[src/rtl/ram_dp_param.sv]
// Simple-dual-port RAM with configurable read latency, read-valid strobe,
// selectable same-address collision behaviour and optional post-reset clear.
`timescale 1ns/1ps

module ram_dp_param #(
    parameter int DATA_WIDTH     = 8,
    parameter int ADDR_WIDTH     = 5,
    parameter int DEPTH          = 32,
    parameter int RD_LATENCY     = 1,
    parameter int COLLISION_MODE = 0,
    parameter int CLEAR_ON_RESET = 1
) (
    input  logic                  clk,
    input  logic                  rst,
    input  logic                  wr_en,
    input  logic [ADDR_WIDTH-1:0] wr_addr,
    input  logic [DATA_WIDTH-1:0] data_in,
    input  logic                  rd_en,
    input  logic [ADDR_WIDTH-1:0] rd_addr,
    output logic [DATA_WIDTH-1:0] data_out,
    output logic                  rd_valid,
    output logic                  busy,
    output logic                  err
);

    typedef enum logic {INIT, RUN} stateT;

    localparam stateT                 LP_RESET_STATE = (CLEAR_ON_RESET != 0) ? INIT : RUN;
    localparam logic [ADDR_WIDTH:0]   LP_DEPTH       = (ADDR_WIDTH + 1)'(DEPTH);
    localparam logic [ADDR_WIDTH-1:0] LP_LAST        = ADDR_WIDTH'(DEPTH - 1);

    stateT                 r_state;
    stateT                 w_nextState;
    logic                  w_run;
    logic [ADDR_WIDTH-1:0] r_clrCnt;
    logic [DATA_WIDTH-1:0] r_mem [DEPTH];

    logic                  w_wrInRange;
    logic                  w_rdInRange;
    logic                  w_rdAccept;
    logic                  w_memWe;
    logic [ADDR_WIDTH-1:0] w_memAddr;
    logic [DATA_WIDTH-1:0] w_memData;
    logic [DATA_WIDTH-1:0] w_rdWord;
    logic                  r_err;

    logic                  r_pipeValid [RD_LATENCY];
    logic [DATA_WIDTH-1:0] r_pipeData  [RD_LATENCY];

    always_ff @(posedge clk or negedge rst) begin
        if (!rst) begin
            r_state <= LP_RESET_STATE;
        end else begin
            r_state <= w_nextState;
        end
    end

    always_comb begin
        w_nextState = r_state;
        if (r_state == INIT && r_clrCnt == LP_LAST) begin
            w_nextState = RUN;
        end
    end

    always_comb begin
        w_run = (r_state == RUN);
        busy  = (r_state == INIT);
    end

    always_ff @(posedge clk or negedge rst) begin
        if (!rst) begin
            r_clrCnt <= '0;
        end else if (r_state == INIT) begin
            r_clrCnt <= (r_clrCnt == LP_LAST) ? '0 : r_clrCnt + 1'b1;
        end
    end

    assign w_wrInRange = ({1'b0, wr_addr} < LP_DEPTH);
    assign w_rdInRange = ({1'b0, rd_addr} < LP_DEPTH);
    assign w_rdAccept  = w_run && rd_en;

    // The clear sequence owns the write port; rst gates it so nothing lands while held in reset.
    always_comb begin
        w_memWe   = 1'b0;
        w_memAddr = wr_addr;
        w_memData = data_in;
        if (rst) begin
            if (r_state == INIT) begin
                w_memWe   = 1'b1;
                w_memAddr = r_clrCnt;
                w_memData = '0;
            end else if (wr_en && w_wrInRange) begin
                w_memWe = 1'b1;
            end
        end
    end

    always_ff @(posedge clk) begin
        if (w_memWe) begin
            r_mem[w_memAddr] <= w_memData;
        end
    end

    always_comb begin
        w_rdWord = '0;
        if (w_rdInRange) begin
            if (COLLISION_MODE != 0 && wr_en && wr_addr == rd_addr) begin
                w_rdWord = data_in;
            end else begin
                w_rdWord = r_mem[rd_addr];
            end
        end
    end

    always_ff @(posedge clk or negedge rst) begin
        if (!rst) begin
            r_err <= 1'b0;
        end else begin
            r_err <= w_run && ((wr_en && !w_wrInRange) || (rd_en && !w_rdInRange));
        end
    end

    assign err = r_err;

    // Data stages only load on a valid beat so the last stage holds between strobes.
    always_ff @(posedge clk or negedge rst) begin
        if (!rst) begin
            r_pipeValid[0] <= 1'b0;
            r_pipeData[0]  <= '0;
        end else begin
            r_pipeValid[0] <= w_rdAccept;
            if (w_rdAccept) begin
                r_pipeData[0] <= w_rdWord;
            end
        end
    end

    for (genvar g = 1; g < RD_LATENCY; g++) begin : g_stage
        always_ff @(posedge clk or negedge rst) begin
            if (!rst) begin
                r_pipeValid[g] <= 1'b0;
                r_pipeData[g]  <= '0;
            end else begin
                r_pipeValid[g] <= r_pipeValid[g-1];
                if (r_pipeValid[g-1]) begin
                    r_pipeData[g] <= r_pipeData[g-1];
                end
            end
        end
    end

    assign rd_valid = r_pipeValid[RD_LATENCY-1];
    assign data_out = r_pipeData[RD_LATENCY-1];

endmodule

[config.mk]
export PLATFORM = sky130hd
export DESIGN_NAME = ram_dp_param
export DESIGN_NICKNAME = d
export VERILOG_FILES = /design/src/rtl/ram_dp_param.sv
export SDC_FILE = /design/constraint.sdc
export NUM_CORES = 1
export LEC_CHECK = 0
export CAP_MARGIN = 20
export CORE_UTILIZATION = 30
export CTS_CLUSTER_SIZE = 14
export DETAILED_ROUTE_END_ITERATION = 12
export PLACE_DENSITY_LB_ADDON = 0.05
export RECOVER_POWER = 100
export SETUP_SLACK_MARGIN = 0.05
export SYNTH_ARGS = -nofsm -noshare
export SYNTH_HDL_FRONTEND = slang
export SYNTH_SLANG_ARGS = --single-unit
[constraint.sdc]
create_clock -name clk -period 2.3 [get_ports clk]
set_input_delay 0.69 -clock clk [delete_from_list [all_inputs] [get_ports clk]]
set_output_delay 0.69 -clock clk [all_outputs]
set_load 0.02 [all_outputs]
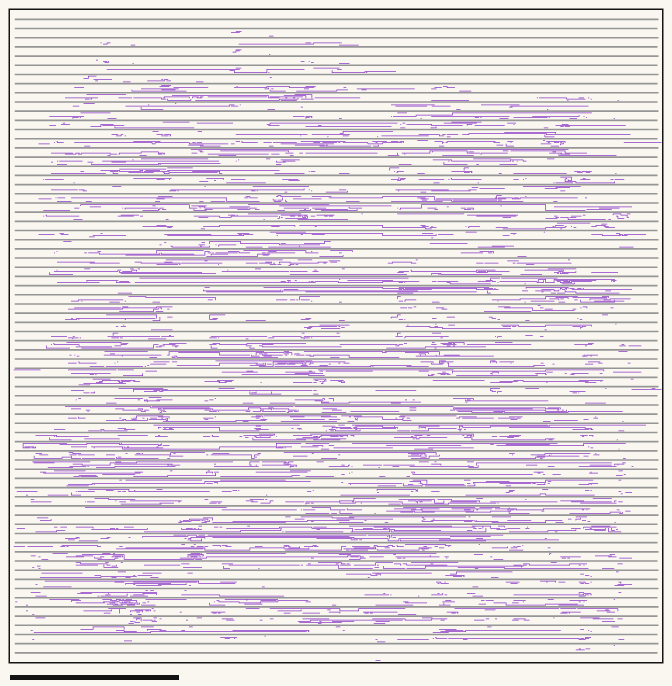
(run_1/met1.png)
The bar under the picture is 50 microns long. Supply wires on this layer in gray.
The layer holds 44% of the routed length. The longest straight run is 112 microns. The layer carries 13000 microns of wire. 758 nets have wire on it. The wires run mostly horizontal.

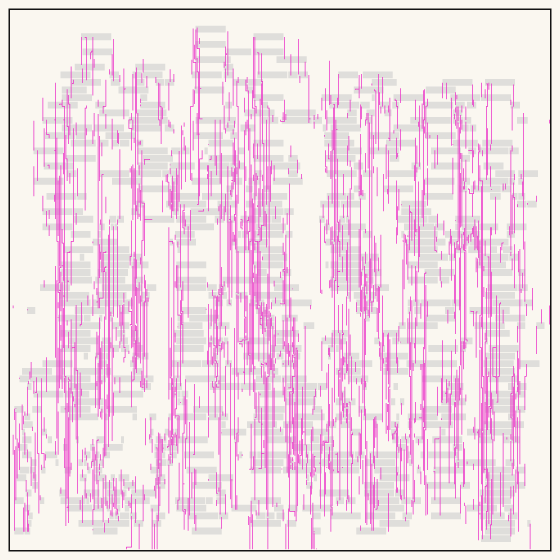
(run_1/met2.png)
The layer holds 49% of the routed length. The longest straight run is 96.6 microns. The layer carries 14500 microns of wire. 670 nets have wire on it. The wires run mostly vertical.

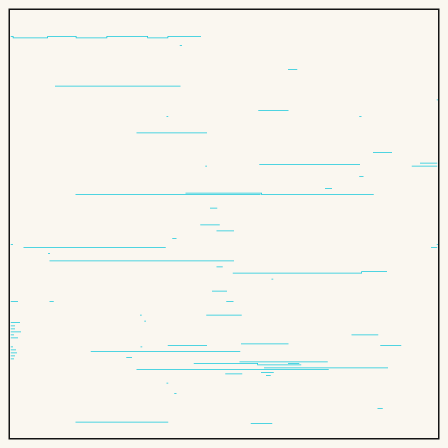
(run_1/met3.png)
The longest straight run is 86.5 microns. 39 nets have wire on it. The wires run mostly horizontal. The layer carries 1170 microns of wire.

==> metrics.log, run 1 <==
[report] extracting results
[metrics] status: complete, no violations
[metrics] clock tree from TritonCTS: done
[metrics] reported net switching power: 2.39 mW
[metrics] Layout Area Growth over Synthesis: 25.0%
[metrics] transition time of the tightest slew-check pin: 1.07 ns
[metrics] die span in y: 193 microns
[metrics] number of endpoints with negative hold slack in the final report: 0
[metrics] cell depth of the worst flop-to-flop path: 5
[metrics] final core utilization: 38.4%
[metrics] sum of routed wire segments on met1: 13000 microns
[metrics] power of the clock network: 4.79 mW
[metrics] Initial Utilization: 30.7%
[metrics] post-route standard cell area excluding fillers: 13700 sq um
[metrics] unrepaired setup endpoints after global routing: yes
[metrics] worst slack on hold paths: 0.516 ns
[metrics] Critical Path Start Type: primary input
[metrics] total number of multi-input combinational cells: 324
[metrics] GR Util All Layers: 16.2%
[metrics] Core ar.: 35700 sq um
[metrics] cells along the critical path: clkdlybuf4s50_1 -> nand2b_4 -> mux2_2 -> or3_1 -> nor2_1 -> clkbuf_2
[metrics] die boundary width: 193 microns
[metrics] post-cts repair resize count: 11
[metrics] average wire per cell in the routed design: 23.3 microns
[metrics] xor and xnor fraction of the mapped netlist area: 0%
[metrics] number of enable-type register cells in the synthesized netlist: 256
[metrics] Routed met3 length: 1170 microns
[metrics] largest net degree at the start of global routing: 33
[metrics] Power Density: 804 nW/um^2
[metrics] met2 wirelength from detailed routing: 14500 microns
[metrics] cell area after technology mapping: 11000 sq um
[metrics] number of cells in Yosys stat: 634
[metrics] worst vdd ir: 540 uV
[metrics] compound-cell area share of the yosys netlist: 8.10%
[metrics] worst hold path depth: 1
[metrics] dominant cell type by area after synthesis: edfxtp_1
[metrics] Worst Hold Endpoint: r_clrCnt[3]
[metrics] num ports: 33
[metrics] endpoint type of the worst setup path: register
[metrics] Seq power: 5.46 mW
[metrics] root buf cell: clkbuf_16
[metrics] proportion of netlist area held by the largest area contributor: 70.1%
[metrics] total number of sequential cells: 271
[metrics] leading cell type in the layout, fill and taps excluded: edfxtp_1
[metrics] Critical Path Stages: 6
[metrics] crit-path max FO: 8
[metrics] count of unresolved DRC violations after routing: 0
[metrics] pre-CTS setup slack: -0.587 ns
[metrics] portion of netlist area occupied by mux cells: 12.4%
[metrics] combinational cell area excluding buffers and inverters: 2720 sq um
[metrics] Clock buffers and inverters, area share: 7.29%
[metrics] final period utilization: 97.3%
[metrics] portion of the post-synthesis area used by sequential elements: 73.5%
[metrics] share of async-settable or async-resettable flops after synthesis: 5.54%
[metrics] clock tree skew after final layout: 0.0181 ns
[metrics] routed via count divided by cell count: 4.76
[metrics] syn nets: 658
[metrics] synthesized netlist cell count: 634
[metrics] clock buffer instance count of the final layout: 31
[metrics] clk_lat worst skew: 0.56 ns
[metrics] tally of unique sky130hd cells used after synthesis: 40
[metrics] Logic inverters: 4
[metrics] syn avg cell area: 17.3 sq um
[metrics] tally of OpenROAD warnings: 28
[metrics] Clk pin slew, worst setup/hold paths: 0.06 ns
[metrics] number of max-cap violations: 0
[metrics] YS chip area: 11000 sq um
[metrics] Hold Path Origin: r_clrCnt[3]
[metrics] area of the die: 37300 sq um
[metrics] CP delay by family, top: simple AND/OR/NAND/NOR gates
[metrics] count of input and output buffers: 31
[metrics] gr ovfl total: 0
[metrics] leading cell types in the layout, fill and taps excluded: edfxtp_1, mux2i_1, buf_4
[metrics] instance area after placement: 12900 sq um
[metrics] Main power group: sequential cells
[metrics] Initial DRC Count: 279
[metrics] CTS Buf Count: 30
[metrics] Filler Cell Count: 3366
[metrics] register area: 8060 sq um
[metrics] bufs w/o clock: 141
[metrics] launching instance or port of the critical path: rst
[metrics] buffers inserted during post-CTS setup optimization: 0
[metrics] total setup violations reported at the end of the flow: 0
[metrics] highest-utilization routing layer at the global route stage: met2
[metrics] layout net count: 796
[metrics] switching part of the total power: 21.7%
[metrics] routed vias: 5979
[metrics] max_slew headroom: 28.9%
[metrics] total number of tap cells: 461
[metrics] router iterations before antenna repair: 6
[metrics] last weighted congestion value of the routability-driven placer: 0.763
[metrics] Final non-clock buffer share: 9.73%
[metrics] count of state elements after synthesis: 271
[metrics] cts-stage hold buffer count: 0
[metrics] minimum clock period after layout: 2.24 ns
[metrics] Critical Path AT: 2.49 ns
[metrics] vias in the first global route: 6466
[metrics] crit path buf inv count: 2
[metrics] leakage power: 4.97 nW
[metrics] Crit Reg-Reg Endpoint: r_mem[27][1]
[metrics] total number of H-tree levels: 1
[metrics] clock group share of total power: 43.5%
[metrics] termination of the worst setup path: r_mem[27][1]
[metrics] Register-to-Register Setup Slack: 0.27 ns
[metrics] final max-slew violation count: 0
[metrics] fraction of met3 tracks used by global routing: 2.70%
[metrics] combinational share of cell area: 19.9%
[metrics] Antenna Violating Nets Remaining: 0
[metrics] worst setup margin: 0.0627 ns
[metrics] simple-gate portion of the synthesized area: 3.38%
[metrics] portion of total power attributed to combinational logic: 7.0%
[metrics] clk buf depth: 3
[metrics] Comb power: 0.767 mW
[metrics] largest cell class by area: sequential cells
[metrics] fraction of area in registers: 58.8%
[metrics] Worst R2R Start: r_state
[metrics] internal power component: 8.63 mW
[metrics] sequential share of power: 49.6%
[metrics] floorplan row count: 69
[metrics] worst stage delay on the critical path: 0.47 ns
[metrics] post-detailed-placement half-perimeter wirelength: 19400 microns
[metrics] initial antenna violation count: 0
[metrics] global-route wire length before repair: 42700 microns
[metrics] proportion of layout cells with a drive suffix above 1: 24.5%
-- run 1: synthesized netlist by cell type, drive strengths merged (2+ instances only) --
| library cell | count |
|---|---|
| and2 | 9 |
| nor2b | 3 |
| clkbuf | 13 |
| a22oi | 32 |
| inv | 4 |
| nand3 | 4 |
| or3 | 2 |
| o22ai | 8 |
| nor2 | 38 |
| o21ai | 6 |
| o41ai | 8 |
| nand2 | 15 |
| edfxtp | 256 |
| dfrtp | 15 |
| mux2i | 132 |
| buf | 22 |
| a22o | 16 |
| a221oi | 16 |
| mux2 | 3 |
| nand2b | 3 |
| a21oi | 16 |
| ha | 2 |
| or2 | 2 |
-- run 1: flip-flops by register name (all words and copies together) (netlist names) --
register,count
r_state,1
r_clrCnt,5
data_out,8
r_mem,256
rd_valid,1
==> run_1/final_congestion.png <==
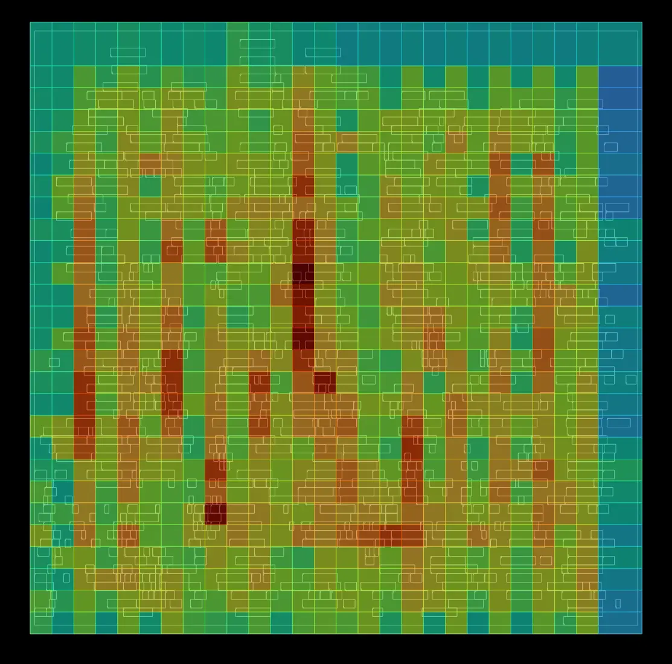

==> run 2: changes to the inputs <==
--- a/config.mk
+++ b/config.mk
@@ -11,7 +11,7 @@
 export DETAILED_ROUTE_END_ITERATION = 12
 export PLACE_DENSITY_LB_ADDON = 0.05
 export RECOVER_POWER = 100
-export SETUP_SLACK_MARGIN = 0.05
+export SETUP_SLACK_MARGIN = 0.5
 export SYNTH_ARGS = -nofsm -noshare
 export SYNTH_HDL_FRONTEND = slang
 export SYNTH_SLANG_ARGS = --single-unit
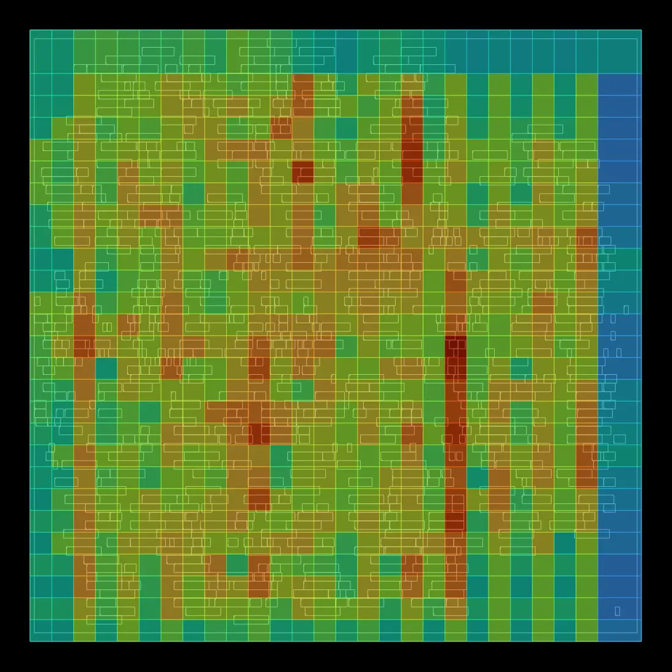
(run_2/final_congestion.png)
final core utilization: 39.2%
fraction of met3 tracks used by global routing: 2.23%

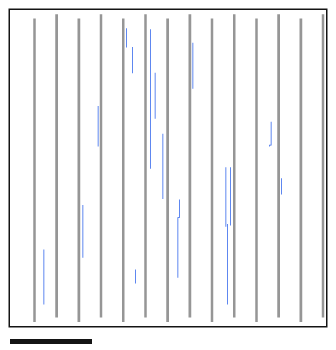
(run_2/met4.png)
The bar under the picture is 50 microns long. Supply wires on this layer in gray.
7 nets have wire on it. The wires run mostly vertical. The layer holds 1.7% of the routed length. The longest straight run is 85.0 microns.

==> run 2 against run 1 <==
Compared with the run above:
- worst setup slack improved by 0.12 ns
- via count increased by 1.1%
- final area rose by 2.2%
- combinational power increased by 8.2%
- sequential power about the same
- first-iteration DRC count increased by 23%
- clock power fell by 5.2%
- sequential share of layout area decreased by 1.3 points
- final cell count down 0.24%
- die area stayed put
- flip-flop count unchanged
- count of clock-buffer cells in the layout rose by 5
- largest power group unchanged
==> metrics.log, run 2 <==
[report] extracting results
[metrics] status: complete, no violations
[metrics] die span in y: 193 microns
[metrics] leading cell type in the layout, fill and taps excluded: edfxtp_1
[metrics] last weighted congestion value of the routability-driven placer: 0.784
[metrics] reported net switching power: 2.37 mW
[metrics] GR Util All Layers: 15.8%
[metrics] total number of H-tree levels: 1
[metrics] proportion of netlist area held by the largest area contributor: 70.1%
[metrics] met2 wirelength from detailed routing: 13400 microns
[metrics] final period utilization: 92.3%
[metrics] launching instance or port of the critical path: wr_addr[3]
[metrics] highest-utilization routing layer at the global route stage: met2
[metrics] Clk pin slew, worst setup/hold paths: 0.06 ns
[metrics] num ports: 33
[metrics] count of state elements after synthesis: 271
[metrics] vias in the first global route: 6324
[metrics] Register-to-Register Setup Slack: 0.20 ns
[metrics] clock tree from TritonCTS: done
[metrics] instance area after placement: 13000 sq um
[metrics] tally of unique sky130hd cells used after synthesis: 40
[metrics] termination of the worst setup path: r_mem[29][6]
[metrics] Critical Path Start Type: primary input
[metrics] Initial Utilization: 30.7%
[metrics] clk_lat worst skew: 0.55 ns
[metrics] unrepaired setup endpoints after global routing: yes
[metrics] sequential share of power: 50.4%
[metrics] gr ovfl total: 0
[metrics] global-route wire length before repair: 42000 microns
[metrics] Filler Cell Count: 3369
[metrics] count of unresolved DRC violations after routing: 0
[metrics] Core ar.: 35700 sq um
[metrics] Power Density: 773 nW/um^2
[metrics] routed vias: 6045
[metrics] most popular library cell in the synthesized design by count: edfxtp_1
[metrics] post-cts repair resize count: 96
[metrics] Routed met3 length: 1210 microns
[metrics] endpoint type of the worst setup path: register
[metrics] switching part of the total power: 21.9%
[metrics] number of endpoints with negative hold slack in the final report: 0
[metrics] count of input and output buffers: 31
[metrics] layout net count: 793
[metrics] cell depth of the worst flop-to-flop path: 5
[metrics] dominant cell type by area after synthesis: edfxtp_1
[metrics] share of async-settable or async-resettable flops after synthesis: 5.54%
[metrics] sum of routed wire segments on met1: 13800 microns
[metrics] Main power group: sequential cells
[metrics] Antenna Violating Nets Remaining: 0
[metrics] cell area after technology mapping: 11000 sq um
[metrics] leakage power: 4.97 nW
[metrics] Comb power: 0.830 mW
[metrics] clock group share of total power: 41.9%
[metrics] worst setup margin: 0.178 ns
[metrics] flip-flop count of the largest register, all copies and words added: 256
[metrics] Initial DRC Count: 343
[metrics] clock tree skew after final layout: 0.00909 ns
[metrics] number of max-cap violations: 0
[metrics] syn nets: 658
[metrics] root buf cell: clkbuf_16
[metrics] Worst R2R Start: r_state
[metrics] portion of total power attributed to combinational logic: 7.7%
[metrics] post-detailed-placement half-perimeter wirelength: 20000 microns
[metrics] power of the clock network: 4.54 mW
[metrics] largest net degree at the start of global routing: 33
[metrics] final max-slew violation count: 0
[metrics] routed via count divided by cell count: 4.82
[metrics] cts-stage hold buffer count: 0
[metrics] portion of the post-synthesis area used by sequential elements: 73.5%
[metrics] CTS Buf Count: 30
[metrics] Layout Area Growth over Synthesis: 27.8%
[metrics] number of cells in Yosys stat: 634
[metrics] area of the die: 37300 sq um
[metrics] synthesized netlist cell count: 634
[metrics] transition time of the tightest slew-check pin: 0.847 ns
[metrics] most flop-heavy register: r_mem
[metrics] tally of OpenROAD warnings: 29
[metrics] Seq power: 5.47 mW
[metrics] buffers inserted during post-CTS setup optimization: 7
[metrics] minimum clock period after layout: 2.12 ns
[metrics] YS chip area: 11000 sq um
[metrics] pre-CTS setup slack: -0.558 ns
[metrics] critical setup path kind: in2reg
[metrics] proportion of layout cells with a drive suffix above 1: 27.9%
[metrics] number of enable-type register cells in the synthesized netlist: 256
[metrics] post-route standard cell area excluding fillers: 14000 sq um
[metrics] floorplan row count: 69
[metrics] internal power component: 8.46 mW
[metrics] leading cell types in the layout, fill and taps excluded: edfxtp_1, mux2i_1, buf_4
[metrics] initial antenna violation count: 0
[metrics] clk buf depth: 3
[metrics] max_slew headroom: 43.5%
[metrics] Critical Path AT: 2.31 ns
[metrics] total setup violations reported at the end of the flow: 0
[metrics] worst vdd ir: 686 uV
[metrics] router iterations before antenna repair: 7
[metrics] top cells by instance count after synthesis: edfxtp_1, mux2i_1, nor2_1
[metrics] die boundary width: 193 microns
[metrics] Crit Reg-Reg Endpoint: r_mem[29][6]
[metrics] average wire per cell in the routed design: 23.1 microns
## run 2: cell families (layout without fill, tap and decap cells)
family	Yosys count	count (layout)	synth area share (%)
AND-OR/OR-AND	105	105	8.10
adder cells (fa/ha/maj)	2	2	0.228
buffers and inverters	39	197	2.36
flip-flops	271	271	73.5
multiplexers	135	135	12.4
other	1	2	0.0342
AND/OR/NAND/NOR	81	81	3.38
## run 2: critical path: stages
cell and delay (ns):
clkdlybuf4s50_1 0.53, mux2i_1 0.16, buf_6 0.16, or3_4 0.37
nor2_2 0.38
## run 2: final cells by class
class	instances	area (sq um)	area share [%]
flip-flops and latches	271	8060	57.5
inverters	4	17.5	0.125
diodes	1	2.50	0.0179
repair buffers	138	1470	10.5
multi-input cells	324	2950	21.0
clock buffers	36	795	5.67
clock inverters	19	146	1.04
well taps	461	577	4.12
Power is estimated from default activity; no workload was simulated.
